==> config.mk <==
export PLATFORM = sky130hd
export DESIGN_NAME = branch_resolve_unit
export DESIGN_NICKNAME = d
export VERILOG_FILES = /design/src/rtl/branch_resolve_unit.sv
export SDC_FILE = /design/constraint.sdc
export NUM_CORES = 1
export LEC_CHECK = 0
export ABC_AREA = 1
export CAP_MARGIN = 20
export CORE_ASPECT_RATIO = 1.5
export CORE_MARGIN = 2
export CORE_UTILIZATION = 59
export DETAILED_ROUTE_END_ITERATION = 16
export DONT_BUFFER_PORTS = 1
export PLACE_DENSITY = 0.89
export SYNTH_ARGS = -nofsm -noshare
export SYNTH_HDL_FRONTEND = slang
export SYNTH_SLANG_ARGS = --single-unit
==> constraint.sdc <==
create_clock -name clk -period 2.1 [get_ports clk]
set_clock_uncertainty 0.15 [all_clocks]
set_input_delay 0.42 -clock clk [delete_from_list [all_inputs] [get_ports clk]]
set_output_delay 0.42 -clock clk [all_outputs]
set_load 0.1 [all_outputs]
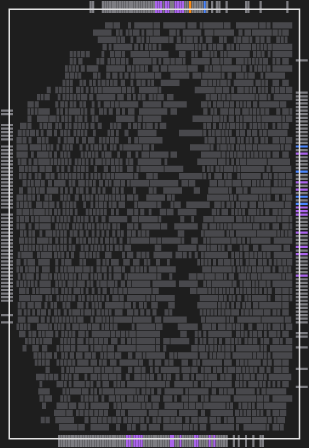
Figure 1: I/O pins on the die edge.
Pins as bars across the die edge, other pins in grey.
Key: orange = flush_ifid [pins 1, direction output, edge top]; purple = mem_result [pins 32, direction output, edge 13 bottom, 10 right, 9 top]; blue = mem_rd [pins 5, direction output, edge 4 right, 1 top]
All pins by edge: 76 bottom, 71 right, 54 top, 52 left.
height of the chip: 162 µm
port bufs: 0
Die Width: 109 µm

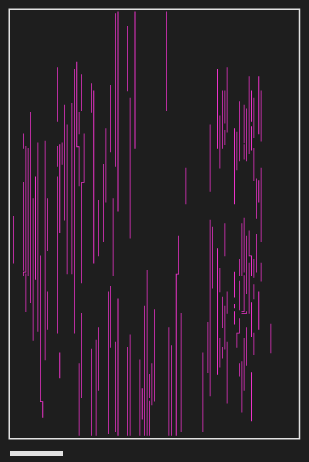
Figure 2: metal 4.
Scale bar: 20 µm.
The longest straight run is 100 µm. The layer carries 3450 µm of wire.
DR vias: 12467
total detailed-routing wirelength: 37500 µm

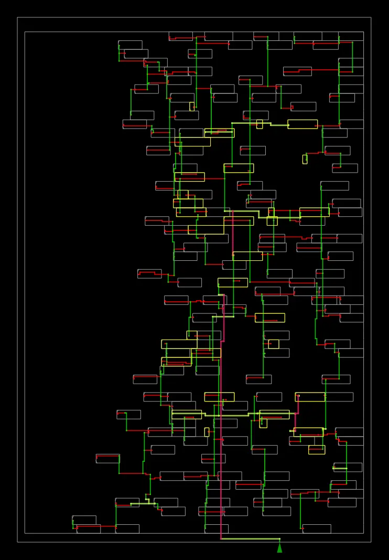
Figure 3: clock routing.
layout clock buffer count: 22
number of buffers created by CTS: 17
Clk. pwr: 3.14 mW
Skew-Pair Late Insertion Delay: 0.41 ns
Num Clock Sinks: 137

==> summary.txt <==
Implementation numbers.

- Routability-driven placement finished with a final weighted congestion of 1.09.
- The area fraction in mux cells is 0%.
- The worst-case hold slack is 0.0128 ns.
- The slack of the worst reg-to-reg path is -0.01 ns.
- The clock network burns 38.9% of the power.
- The TritonCTS clock tree is built.
- The simple-gate area share of the yosys netlist is 39.0%.
- Per the synthesis report, the adder-cell share of the synthesized area is 4.52%.
- The transition time at the pin with the least slew margin is 0.580 ns.
- The flow reports an fmax of 0.473 GHz.
- The global-route wire length before repair is 57100 µm.
- Per the synthesis report, the dominant area consumer among library cells is sky130_fd_sc_hd__dfxtp_1.
- The cell sequence reported for the critical path is ha_4 > nand2_2 > nor3_4 > nand2_4 > nor2_4 > nand3_2 > nand2_4 > buf_6 > or2_1 > nand2_1 > nand2_1 > nor2_1.
- The number of signal-net inverters in the final layout is 217.
- The flow ran to the end, but the final reports show violations.
- The initial antenna violation count came to 0.
- The final worst-path setup slack is -0.0134 ns.
- The sequential portion of the cell area is 22.9%.
- The clock buffer and inverter area fraction after layout is 4.93%.
- The DRC violation count after routing is 0.
- The class of the most critical hold timing path is in2reg.
- Per the layout area report, the combinational gate area comes to 6140 µm².
- STA classifies the critical path startpoint as a flop.
- The uppermost layer routed is met4.
- Combinational logic burns 27.3% of the power.
- In the post-synthesis netlist, the biggest area contributors are sky130_fd_sc_hd__dfxtp_1 (28%), sky130_fd_sc_hd__nand2_1 (20%), sky130_fd_sc_hd__a21oi_1 (9.2%), sky130_fd_sc_hd__inv_1 (8.0%), sky130_fd_sc_hd__nor2_1 (6.9%).
- The final-layout fill cell count is 1160.
- In the layout the commonest cells are sky130_fd_sc_hd__nand2_1 (516), sky130_fd_sc_hd__buf_4 (209), sky130_fd_sc_hd__inv_1 (208).
- Synthesis produced a netlist with a net count of 1808.
- The number of violations of the max-capacitance limit is 0.
- The area overhead of the layout relative to synthesis is 27.0%.
- The net switching power is 2.80 mW.
- The all-layer global routing usage is 41.1%.
- For this run, the chip area from Yosys synthesis comes to 9850 µm².
- The mean post-synth cell area is 5.94 µm².
- The post-place setup slack is -0.184 ns.
- The met1 layer usage reported by global route is 42.7%.
- After detailed routing, the wire length on met1 is 11900 µm.
- The number of setup violations in the final report is 1.
- The die outline area is 17800 µm².
- The quantity of gates resized following cts is 2.
- The buffer depth of the longest clock path is 2.
- The met3 routed wirelength is 4210 µm.
- The average routed wire per standard cell is 18.1 µm.
- The worst max-slew margin expressed relative to the limit is 61.2%.
- The checks that failed: setup timing.
- The share of total power dissipated in sequential elements is 33.8%.
- The clock root buffer is sky130_fd_sc_hd__clkbuf_16.
- The setup TNS is -0.0134 ns.
- The design draws 8.08 mW.
- The dominant logic cell type in the layout is sky130_fd_sc_hd__nand2_1.
- The detail-routed via count per cell is 6.02.
- The global-route track usage on met3 is 10.2%.
Power and IR drop assume default switching activity.
